File: src/rtl/matmul_stream_if.sv
// Row-beat stream bundle for matmul_stream: A/B rows in, C rows out, plus status.
// The master side is the loader/sink; the slave side is the multiplier.
interface matmul_stream_if #(
  parameter int N  = 2,
  parameter int DW = 8
);
  localparam int AW = 2*DW + $clog2(N);
  localparam int RW = (N > 1) ? $clog2(N) : 1;

  logic            in_valid;
  logic            in_ready;
  logic [N*DW-1:0] in_data;
  logic            out_valid;
  logic            out_ready;
  logic [N*AW-1:0] out_data;
  logic [RW-1:0]   out_row;
  logic            out_last;
  logic            busy;

  modport master (
    output in_valid, in_data, out_ready,
    input  in_ready, out_valid, out_data, out_row, out_last, busy
  );

  modport slave (
    input  in_valid, in_data, out_ready,
    output in_ready, out_valid, out_data, out_row, out_last, busy
  );
endinterface

File: src/rtl/matmul_stream.sv
// Streaming N x N matrix multiply with one sequential MAC; A then B rows in, C rows out.
// Define MATMUL_SIGNED_EN for two's-complement elements (default: unsigned).
//
// state     | meaning
// S_LOAD    | accepting 2N row beats (A rows, then B rows)
// S_COMPUTE | N^3 MAC cycles, k innermost, C[i][j] written at k==N-1
// S_OUTPUT  | presenting C rows one per handshake
module matmul_stream #(
  parameter int N  = 2,
  parameter int DW = 8
) (
  input  logic           clk,
  input  logic           rst,
  matmul_stream_if.slave s_bus
);
  localparam int AW = 2*DW + $clog2(N);
  localparam int RW = (N > 1) ? $clog2(N) : 1;
  localparam logic [RW-1:0] LAST = RW'(N-1);

  typedef enum logic [1:0] {S_LOAD, S_COMPUTE, S_OUTPUT} state_t;

  state_t r_state, w_state_nx;

  logic          r_in_ready, r_out_valid, r_busy;
  logic [RW-1:0] r_ld_row;
  logic          r_ld_b;
  logic [RW-1:0] r_i, r_j, r_k;
  logic [RW-1:0] r_row;
  logic [AW-1:0] r_acc;

  logic [DW-1:0] r_a [N][N];
  logic [DW-1:0] r_b [N][N];
  logic [AW-1:0] r_c [N][N];

  logic          w_in_fire, w_out_fire;
  logic          w_load_done, w_comp_done, w_out_done;
  logic [DW-1:0] w_a_el, w_b_el;
  logic [2*DW-1:0] w_prod;
  logic [AW-1:0] w_prod_ext, w_sum;
  logic [N*AW-1:0] w_out_data;

  assign w_in_fire   = s_bus.in_valid && r_in_ready;
  assign w_out_fire  = r_out_valid && s_bus.out_ready;
  assign w_load_done = w_in_fire && r_ld_b && (r_ld_row == LAST);
  assign w_comp_done = (r_state == S_COMPUTE) && (r_i == LAST) && (r_j == LAST) && (r_k == LAST);
  assign w_out_done  = w_out_fire && (r_row == LAST);

  assign w_a_el = r_a[r_i][r_k];
  assign w_b_el = r_b[r_k][r_j];

`ifdef MATMUL_SIGNED_EN
  assign w_prod     = $signed({{DW{w_a_el[DW-1]}}, w_a_el}) * $signed({{DW{w_b_el[DW-1]}}, w_b_el});
  assign w_prod_ext = {{(AW-2*DW){w_prod[2*DW-1]}}, w_prod};
`else
  assign w_prod     = {{DW{1'b0}}, w_a_el} * {{DW{1'b0}}, w_b_el};
  assign w_prod_ext = {{(AW-2*DW){1'b0}}, w_prod};
`endif

  assign w_sum = ((r_k == '0) ? '0 : r_acc) + w_prod_ext;

  always_comb begin
    w_state_nx = r_state;
    case (r_state)
      S_LOAD:    if (w_load_done) w_state_nx = S_COMPUTE;
      S_COMPUTE: if (w_comp_done) w_state_nx = S_OUTPUT;
      S_OUTPUT:  if (w_out_done)  w_state_nx = S_LOAD;
      default:   w_state_nx = S_LOAD;
    endcase
  end

  // Handshake/status flags follow the next state so none of them is combinational on inputs.
  always_ff @(posedge clk) begin
    if (!rst) begin
      r_state     <= S_LOAD;
      r_in_ready  <= 1'b0;
      r_out_valid <= 1'b0;
      r_busy      <= 1'b0;
      r_ld_row    <= '0;
      r_ld_b      <= 1'b0;
      r_i         <= '0;
      r_j         <= '0;
      r_k         <= '0;
      r_row       <= '0;
      r_acc       <= '0;
    end else begin
      r_state     <= w_state_nx;
      r_in_ready  <= (w_state_nx == S_LOAD);
      r_out_valid <= (w_state_nx == S_OUTPUT);
      r_busy      <= (w_state_nx != S_LOAD);

      if (w_in_fire) begin
        if (r_ld_row == LAST) begin
          r_ld_row <= '0;
          r_ld_b   <= ~r_ld_b;
        end else begin
          r_ld_row <= r_ld_row + 1'b1;
        end
      end

      if (r_state == S_COMPUTE) begin
        r_acc <= w_sum;
        if (r_k == LAST) begin
          r_k <= '0;
          if (r_j == LAST) begin
            r_j <= '0;
            r_i <= (r_i == LAST) ? '0 : r_i + 1'b1;
          end else begin
            r_j <= r_j + 1'b1;
          end
        end else begin
          r_k <= r_k + 1'b1;
        end
      end

      if (w_out_fire) r_row <= (r_row == LAST) ? '0 : r_row + 1'b1;
    end
  end

  // Matrix stores are never cleared; every job overwrites all entries.
  always_ff @(posedge clk) begin
    if (rst && w_in_fire) begin
      for (int c = 0; c < N; c++) begin
        if (!r_ld_b) r_a[r_ld_row][c] <= s_bus.in_data[(N-1-c)*DW +: DW];
        else         r_b[r_ld_row][c] <= s_bus.in_data[(N-1-c)*DW +: DW];
      end
    end
    if (rst && (r_state == S_COMPUTE) && (r_k == LAST)) r_c[r_i][r_j] <= w_sum;
  end

  always_comb begin
    w_out_data = '0;
    if (r_out_valid) begin
      for (int c = 0; c < N; c++) w_out_data[(N-1-c)*AW +: AW] = r_c[r_row][c];
    end
  end

  assign s_bus.in_ready  = r_in_ready;
  assign s_bus.out_valid = r_out_valid;
  assign s_bus.out_data  = w_out_data;
  assign s_bus.out_row   = r_out_valid ? r_row : '0;
  assign s_bus.out_last  = r_out_valid && (r_row == LAST);
  assign s_bus.busy      = r_busy;
endmodule

File: src/flat_wrapper.sv
// flat-port wrapper written by rule: the top's interface ports become plain ports
module matmul_stream_flat 
#(
  parameter int N  = 2,
  parameter int DW = 8
)
  (clk, rst, s_bus_in_valid, s_bus_in_data, s_bus_out_ready, s_bus_in_ready, s_bus_out_valid, s_bus_out_data, s_bus_out_row, s_bus_out_last, s_bus_busy);
  matmul_stream_if #(.N(N), .DW(DW)) s_bus_i ();
  input  logic clk;
  input  logic rst;
  input wire logic [$bits(s_bus_i.in_valid)-1:0] s_bus_in_valid;
  input wire logic [$bits(s_bus_i.in_data)-1:0] s_bus_in_data;
  input wire logic [$bits(s_bus_i.out_ready)-1:0] s_bus_out_ready;
  output wire logic [$bits(s_bus_i.in_ready)-1:0] s_bus_in_ready;
  output wire logic [$bits(s_bus_i.out_valid)-1:0] s_bus_out_valid;
  output wire logic [$bits(s_bus_i.out_data)-1:0] s_bus_out_data;
  output wire logic [$bits(s_bus_i.out_row)-1:0] s_bus_out_row;
  output wire logic [$bits(s_bus_i.out_last)-1:0] s_bus_out_last;
  output wire logic [$bits(s_bus_i.busy)-1:0] s_bus_busy;
  assign s_bus_i.in_valid = s_bus_in_valid;
  assign s_bus_i.in_data = s_bus_in_data;
  assign s_bus_i.out_ready = s_bus_out_ready;
  assign s_bus_in_ready = s_bus_i.in_ready;
  assign s_bus_out_valid = s_bus_i.out_valid;
  assign s_bus_out_data = s_bus_i.out_data;
  assign s_bus_out_row = s_bus_i.out_row;
  assign s_bus_out_last = s_bus_i.out_last;
  assign s_bus_busy = s_bus_i.busy;
  matmul_stream #(.N(N), .DW(DW)) u_core (.clk(clk), .rst(rst), .s_bus(s_bus_i));
endmodule
File: config.mk
export PLATFORM = sky130hd
export DESIGN_NAME = matmul_stream_flat
export DESIGN_NICKNAME = d
export VERILOG_FILES = /design/src/rtl/matmul_stream_if.sv /design/src/rtl/matmul_stream.sv /design/src/flat_wrapper.sv
export SDC_FILE = /design/constraint.sdc
export NUM_CORES = 1
export LEC_CHECK = 0
export ABC_AREA = 1
export ABC_CLOCK_PERIOD_IN_PS = 4700
export CORE_MARGIN = 8
export CORE_UTILIZATION = 44
export DETAILED_ROUTE_END_ITERATION = 10
export MAX_ROUTING_LAYER = met4
export PLACE_DENSITY = 0.77
export SYNTH_ARGS = -nofsm -noshare
export SYNTH_HDL_FRONTEND = slang
export SYNTH_SLANG_ARGS = --single-unit
File: constraint.sdc
create_clock -name clk -period 4.7 [get_ports clk]
set_clock_uncertainty 0.2 [all_clocks]
set_input_delay 0.705 -clock clk [delete_from_list [all_inputs] [get_ports clk]]
set_output_delay 0.705 -clock clk [all_outputs]
set_load 0.01 [all_outputs]
==> flow_summary.toml <==
# implementation run metrics
[logic_synthesis]
synth_warnings = 0
yosysSeqAreaShare_pct = 50.7
edf_count = 132

[floorplan]
initial_core_util_pct = 44.7

[final_timing]
finalMaxSlewViolations = 0
setup_viol = 45
fin_ws_ns = -0.226

[hold_path]
hold-path-cell-count = 2
min_from = "u_core.r_ld_row"

[grt]
grt_max_degree = 38
grt_pass1_vias = 6959
use_met3_pct = 3.93

[drt]
dr.pass1.iters = 5
detail_route.wl_per_cell_um = 16.8

[run]
drv_cap = 0

[clock_tree]
cts_made_buffers = 17
clkSinkCount = 163

[status]
status = "complete, but fails checks"
violations = "setup timing"

[setup_path]
cp_slowest_cell = "fa_1"
==> layer usage <==
metal  vias up  routed length (µm)
li1       3259                   -
met1      3416                9250
met2       268               11500
met3        73                1380
met4         0                 782
met5         -                   0
==> metrics by stage <==
step	utilization, %	hold WS, ns	power (mW)	setup TNS [ns]	setup slack, ns
2_1_floorplan	-	0.267	1.89	0	0.0743
3_3_place_gp	51.4	0.292	2.04	-7.72	-0.350
3_5_place_dp	51.4	0.304	2.06	-12.30	-0.442
4_1_cts	57.2	0.320	3.48	-0.00395	-0.00395
5_1_grt	59.9	0.356	3.73	-12.27	-0.364
6_report	59.9	0.316	3.61	-5.77	-0.226
==> flip-flops by register name (all words and copies together) (netlist names), named ones only <==
name and flops:
u_core.r_a 32, u_core.r_acc 17, u_core.r_b 32, u_core.r_c 68, u_core.r_i 1, u_core.r_j 1, u_core.r_k 1, u_core.r_ld_b 1
u_core.r_ld_row 1, u_core.r_row 1, u_core.r_state 2, u_core.s_bus.busy 1, u_core.s_bus.in_ready 1, u_core.s_bus.out_valid 1
==> area by class of cell <==
class                   instances  share of cell area (%)
repair inverters                1                  0.0516
well taps                     270                    2.79
clock inverters                15                    1.21
clock buffers                  17                    3.51
multi-input cells             567                    36.8
repair buffers                159                    12.1
flip-flops and latches        163                    37.9
inverters                     170                    5.66
==> placed cells by master (no fill, tap or decap), types with 7 or more instances in the layout <==
| cell type | n |
|---|---|
| a21oi_1 | 21 |
| a21oi_2 | 7 |
| a32oi_2 | 7 |
| buf_4 | 81 |
| buf_6 | 15 |
| clkbuf_16 | 18 |
| clkdlybuf4s50_1 | 58 |
| dfxtp_1 | 27 |
| edfxtp_1 | 132 |
| fa_1 | 44 |
| ha_1 | 30 |
| ha_4 | 10 |
| inv_1 | 132 |
| inv_2 | 26 |
| nand2_1 | 121 |
| nand2_2 | 44 |
| nand2_4 | 18 |
| nand3_1 | 7 |
| nand3_2 | 8 |
| nor2_1 | 129 |
| nor2_2 | 17 |
| nor2_4 | 17 |
| o21ai_0 | 44 |
==> cell families after synthesis <==
family	count (synthesis)	share of synthesized area [%]
fa+ha+maj	90	16.6
buf+inv	195	8.74
xor+xnor	7	0.678
flops	163	50.7
simple gates	373	16.2
compound gates	97	7.13
==> where the power goes <==
group	switching [mW]	internal [mW]	total, mW
clock network	0.600	0.743	1.34
logic	0.386	0.274	0.660
registers	0.00346	1.61	1.61
==> cell usage after synthesis (all sizes together) (4+ instances only) <==
master  count  area (µm²)
a21oi      31         155
a32oi      16         230
buf        16         114
clkbuf      9        33.8
dfxtp      31         621
edfxtp    132        3960
fa         50        1000
ha         40         500
inv       168         636
nand2     183         689
nand3      16        80.1
nor2      163         622
nor3        4        25.0
o21ai      48         244
xnor2       4        35.0
==> repair_timing <==
action | 4_1_cts | 5_1_grt
pin swaps | 64 | 68
buffers inserted | 26 | 5
endpoints found under the setup margin | 50 | 60
cloned | 1 | 3
hold buffers | 0 | 0
gates resized | 103 | 145
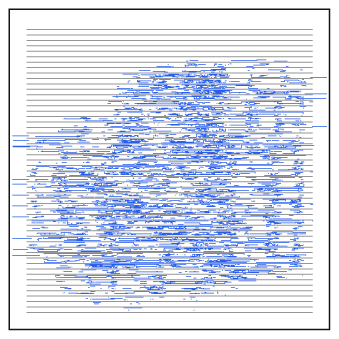
(images/m1.png)
Scale: 2 px per µm. Supply wires on this layer in gray.
share of all routed wire: 40%
longest straight run: 36.8 µm

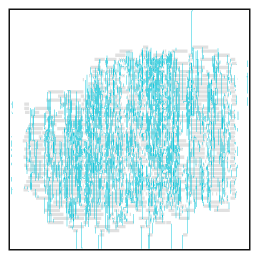
(images/m2.png)
Scale: 1.5 px per µm.
nets with wire on the layer: 1014
longest straight run: 40.1 µm
share of all routed wire: 50%
vias: 7016
drt total wl: 22900 µm
GR Util met2: 29.5%

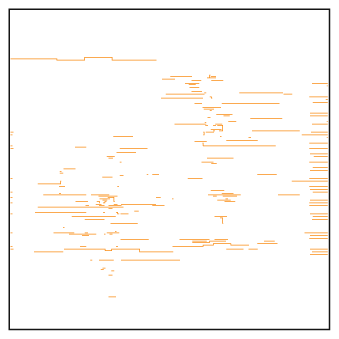
(images/m3.png)
Scale: 2 px per µm.
main direction: horizontal
nets with wire on the layer: 134
share of all routed wire: 6.0%
wire length on this layer: 1380 µm

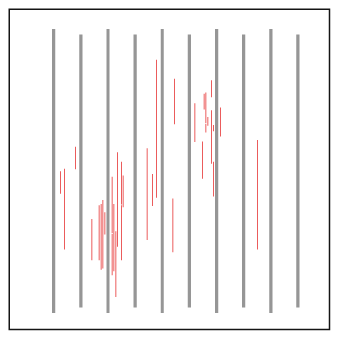
(images/m4.png)
Scale: 2 px per µm. Supply wires on this layer in gray.
wire length on this layer: 782 µm
main direction: vertical
longest straight run: 68.7 µm
share of all routed wire: 3.4%

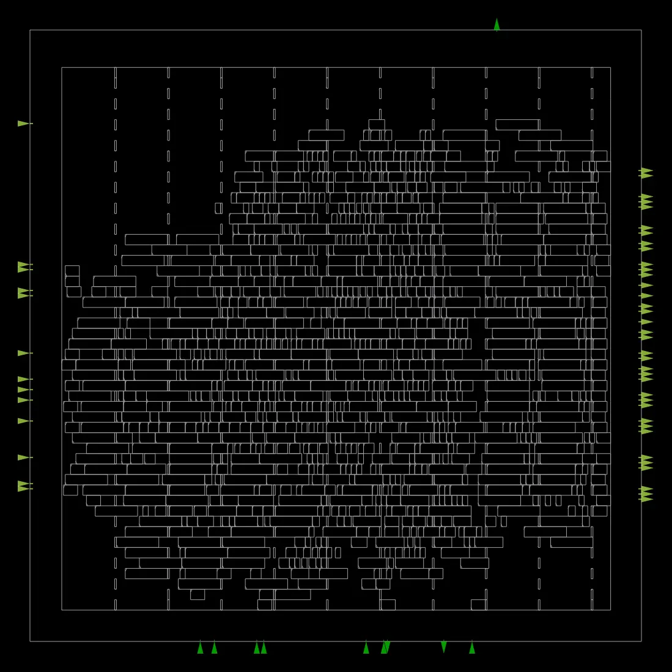
(images/placed.png)
Core Box Area: 20200 µm²
flop count: 163
n_taps: 270
Util after Layout: 59.9%
post-route non-filler standard cell count: 1362

Power is estimated from default activity; no workload was simulated.
